[src/rtl/mem_port_arbiter.sv]
// Two-requester front end for a single memory with separate read and write
// ports. Read and write channels are arbitrated independently, round-robin.
// Read data returns one cycle after the grant, routed to the issuing
// requester. A read and a write to the same address in the same cycle
// return the new write data.
module mem_port_arbiter #(
  parameter  int WIDTH = 8,
  parameter  int DEPTH = 64,
  localparam int AW    = $clog2(DEPTH)
) (
  input  logic             clock,
  input  logic             reset_n,
  input  logic             req0_valid,
  input  logic             req0_we,
  input  logic [AW-1:0]    req0_addr,
  input  logic [WIDTH-1:0] req0_wdata,
  output logic             req0_ready,
  output logic             rsp0_valid,
  output logic [WIDTH-1:0] rsp0_data,
  input  logic             req1_valid,
  input  logic             req1_we,
  input  logic [AW-1:0]    req1_addr,
  input  logic [WIDTH-1:0] req1_wdata,
  output logic             req1_ready,
  output logic             rsp1_valid,
  output logic [WIDTH-1:0] rsp1_data,
  output logic [AW-1:0]    mem_rdaddress,
  output logic             mem_rden,
  output logic [AW-1:0]    mem_wraddress,
  output logic             mem_wren,
  output logic [WIDTH-1:0] mem_data,
  input  logic [WIDTH-1:0] mem_q
);

  // Round-robin pick between two contenders. last = index granted most
  // recently; on contention the other requester wins. Result is {g1, g0}.
  function automatic logic [1:0] rr_pick(input logic c0, input logic c1,
                                         input logic last);
    logic g0;
    logic g1;
    g0 = c0 && (!c1 || last);
    g1 = c1 && (!c0 || !last);
    return {g1, g0};
  endfunction

  logic             rd_last;
  logic             wr_last;
  logic             rd_g0;
  logic             rd_g1;
  logic             wr_g0;
  logic             wr_g1;
  logic             byp_p1;
  logic [WIDTH-1:0] byp_data_p1;

  // Grant decode; everything is forced idle while reset is held low.
  always_comb begin
    rd_g0 = 1'b0;
    rd_g1 = 1'b0;
    wr_g0 = 1'b0;
    wr_g1 = 1'b0;
    if (reset_n) begin
      {rd_g1, rd_g0} = rr_pick(req0_valid && !req0_we, req1_valid && !req1_we, rd_last);
      {wr_g1, wr_g0} = rr_pick(req0_valid &&  req0_we, req1_valid &&  req1_we, wr_last);
    end
  end

  assign req0_ready    = rd_g0 || wr_g0;
  assign req1_ready    = rd_g1 || wr_g1;
  assign mem_rden      = rd_g0 || rd_g1;
  assign mem_rdaddress = rd_g1 ? req1_addr : req0_addr;
  assign mem_wren      = wr_g0 || wr_g1;
  assign mem_wraddress = wr_g1 ? req1_addr : req0_addr;
  assign mem_data      = wr_g1 ? req1_wdata : req0_wdata;

  // ---- stage p0 -> p1: grant pointers, response valids, bypass flag ----
  // Control state: round-robin pointers, response valids and bypass select.
  always_ff @(posedge clock or negedge reset_n) begin
    if (!reset_n) begin
      rd_last    <= 1'b1;
      wr_last    <= 1'b1;
      rsp0_valid <= 1'b0;
      rsp1_valid <= 1'b0;
      byp_p1     <= 1'b0;
    end else begin
      if (mem_rden) rd_last <= rd_g1;
      if (mem_wren) wr_last <= wr_g1;
      rsp0_valid <= rd_g0;
      rsp1_valid <= rd_g1;
      byp_p1     <= mem_rden && mem_wren && (mem_rdaddress == mem_wraddress);
    end
  end

  // Capture write data that may have to replace the stale memory read.
  always_ff @(posedge clock) begin
    if (mem_rden && mem_wren) byp_data_p1 <= mem_data;
  end

  // ---- stage p1: response data ----
  assign rsp0_data = byp_p1 ? byp_data_p1 : mem_q;
  assign rsp1_data = byp_p1 ? byp_data_p1 : mem_q;

endmodule

[config.mk]
export PLATFORM = sky130hd
export DESIGN_NAME = mem_port_arbiter
export DESIGN_NICKNAME = d
export VERILOG_FILES = /design/src/rtl/mem_port_arbiter.sv
export SDC_FILE = /design/constraint.sdc
export NUM_CORES = 1
export LEC_CHECK = 0
export CELL_PAD_IN_SITES_DETAIL_PLACEMENT = 1
export CELL_PAD_IN_SITES_GLOBAL_PLACEMENT = 2
export CORE_MARGIN = 3
export CORE_UTILIZATION = 18
export CTS_CLUSTER_SIZE = 40
export DETAILED_ROUTE_END_ITERATION = 10
export HOLD_SLACK_MARGIN = 0.02
export PLACE_DENSITY_LB_ADDON = 0.2
export SLEW_MARGIN = 20
export SYNTH_ARGS = -nofsm -noshare
export SYNTH_HDL_FRONTEND = slang
export SYNTH_SLANG_ARGS = --single-unit
[constraint.sdc]
create_clock -name clock -period 2.8 [get_ports clock]
set_clock_uncertainty 0.2 [all_clocks]
set_input_delay 0.56 -clock clock [delete_from_list [all_inputs] [get_ports clock]]
set_output_delay 0.56 -clock clock [all_outputs]
set_load 0.005 [all_outputs]
==> changes_impl.md <==
### Implementation results

* Outcome: completed
* Pwr Total at 645 uW
* Port Buffers at 83
* CP startpoint kind: primary input
* Global-route wire length before repair at 5600 microns
* Adder Share, Synth at 0
* Most common logic cells in the final layout: clkdlybuf4s50_1, mux2_2, buf_4
* Total wire length at 3630 microns
* Comb group at 248 uW
* CP endpoint kind: primary output
* Number of global-route vias before repair at 1,175
* YS chip area at 1010 sq um
* FF-to-FF Start: wr_last$_DFFE_PN1N_
* Period utilization at 0.974
* Cell Type Count at 28
* Mux area share at 0.311
* Drt initial violations at 23
* Antenna Cells at 0
* Core area at 5270 sq um
* XOR/XNOR Area Share at 0.0433
* Seq group at 228 uW
* Hold-fix buffers, CTS at 0
* RSZ-0062 raised after global routing: false
* Slew at the pin closest to its max-slew limit at 0.340 ns
* Sink Count at 13
* Top cell excl fill/tap: clkdlybuf4s50_1
* Worst Setup EP: req0_ready
* Layout cells sized above 1 at 0.346
* Global route overflow at 0
* Synth area leaders: mux2_2, edfxtp_1, dfrtp_1
* Init Core Util at 0.192
* Fin. max-slew vios at 0
* Clk root buf: clkbuf_8
* Final hold viol count at 0
* Pre-CTS setup slack at -0.377 ns
* Vias per cell at 4.20
* Number of routed nets with antenna violations at 0
* Residual DRC at 0
* Total CTS buffers at 3
* # placed instances at 251
* Pin count of the biggest net entering global routing at 10
* Nets at 234
* Min cycle time layout at 2.73 ns
* H-tree levels at 1
* Netlist Area Pre-Place at 1010 sq um
* Synth area leader: mux2_2
* Syn Area/Cell at 11.4 sq um
* Worst-path clk slew at 0.06 ns
* Non-Filler Instances at 261
==> worst max-delay path, stage by stage <==
cell and delay [ns]:
clkdlybuf4s15_2 0.26, buf_4 0.18, or3_1 0.35, o21ai_0 0.08, a21oi_1 0.09, clkdlybuf4s50_1 0.45
==> logic make-up after synthesis <==
kind of cell / Yosys count
buffers and inverters: 12
xor gates and xnor gates: 5
and+or+nand+nor: 21
AOI/OAI and AO/OA: 10
DFF: 13
muxes: 28
==> Yosys cell counts <==
master	count
a22oi_1	1
o2111ai_1	1
or3_1	1
nand2_1	5
o21ai_0	3
xor2_1	4
a21oi_1	2
nand3_1	2
a221oi_1	1
nor2b_1	1
a21boi_0	1
nor3_1	1
inv_1	1
mux2_2	28
nor2_1	1
clkbuf_1	1
nand2b_1	5
buf_4	9
xnor2_1	1
or2b_1	2
edfxtp_1	8
dfstp_2	2
buf_2	1
dfrtp_1	3
nand4_2	1
a311oi_4	1
nor4_1	1
nand2_2	1
==> stage by stage <==
stage                     hold WS [ns]  setup TNS (ns)
final                            0.291               0
after global routing             0.302               0
after CTS                        0.311               0
after detailed placement         0.295           -6.79
after global placement           0.297           -6.83
after floorplan                 0.0644               0
==> layer usage <==
layer	GRT usage	vias up	wire (microns)
li1	-	522	-
met4	0.0490	0	65
met2	0.186	62	1710
met1	0.131	508	1480
met5	0	-	0
met3	0.0299	4	384
==> state kept, by name (all words and copies together) (netlist names) <==
signal and cells:
rsp0_valid 1, rd_last 1, byp_data_p1 8, rsp1_valid 1
wr_last 1, byp_p1 1
==> area by class of cell <==
cell class / count / area, sq um / area share
clock buffers: 4 / 45.0 / 0.0211
multi-input cells: 64 / 578 / 0.270
well taps: 70 / 87.6 / 0.0410
inverters: 1 / 3.75 / 0.00176
flip-flops and latches: 13 / 368 / 0.172
repair buffers: 109 / 1050 / 0.494
Placement density heat map:
Scale: 4 px per micron. 8 x 8 tiles, from white (low) to dark blue (high), 0 to 100% covered.
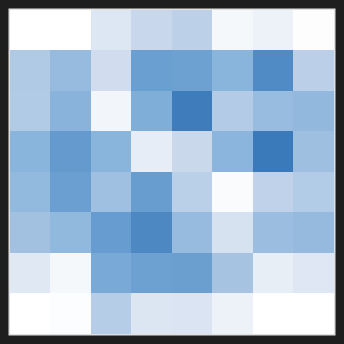
emptiest ninth of the die: lower right
fullest tile: 71%
densest ninth of the die: middle left
mean over tiles: 31%

PDN straps and rails:
Scale: 4 px per micron. Pins as bars on the die edge. Tap cells in gray.
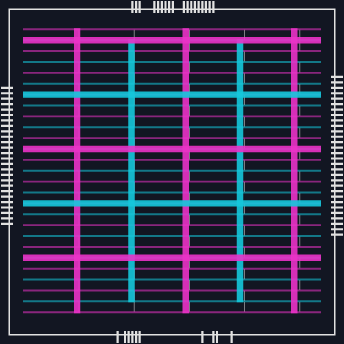
| color | net |
|---|---|
| magenta | VSS |
| cyan | VDD |
tap cells: 70
signal pins: 84
die height: 81.0 microns
die width: 81.0 microns

Cell sizes after repair:
Scale: 4 px per micron.
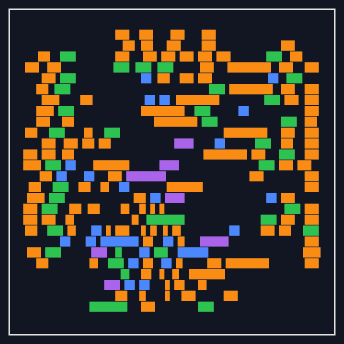
| color | size | cells | most used |
|---|---|---|---|
| green | x2 | 35 | mux2_2 |
| orange | x1 and smaller | 125 | clkdlybuf4s50_1 |
| purple | x6 and larger | 7 | clkbuf_8 |
| blue | x3 and x4 | 24 | buf_4 |
worst setup margin: 0.0734 ns
Post-Layout Inst Area: 2140 sq um
Non-clk bufs: 109
P&R area growth vs syn: 111%

The clock network:
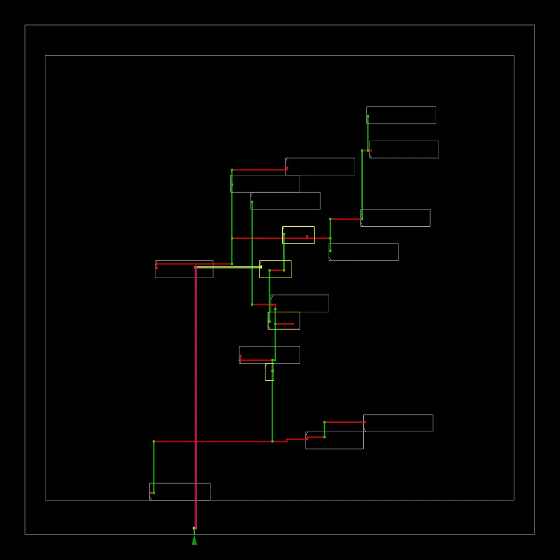
clk pwr: 168 uW
Clock Buffer Count: 4

Metal layers overlaid:
Scale: 6 px per micron.
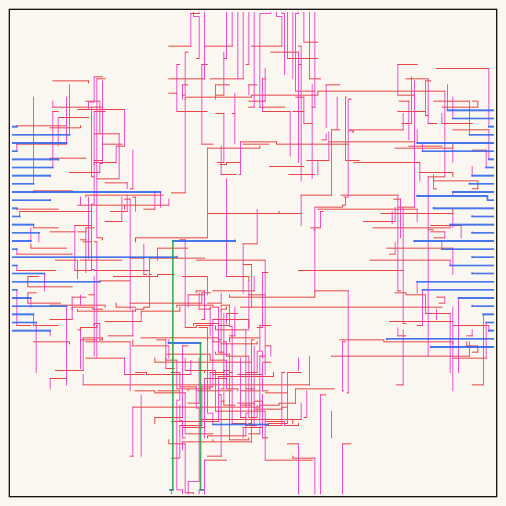
| color | layer | wire length |
|---|---|---|
| red | M1 | 1,480 microns |
| magenta | M2 | 1,710 microns |
| green | M4 | 66.0 microns |
| blue | M3 | 384 microns |
Vias: 1,096
WL per Instance: 13.9 microns

Power is estimated from default activity; no workload was simulated.
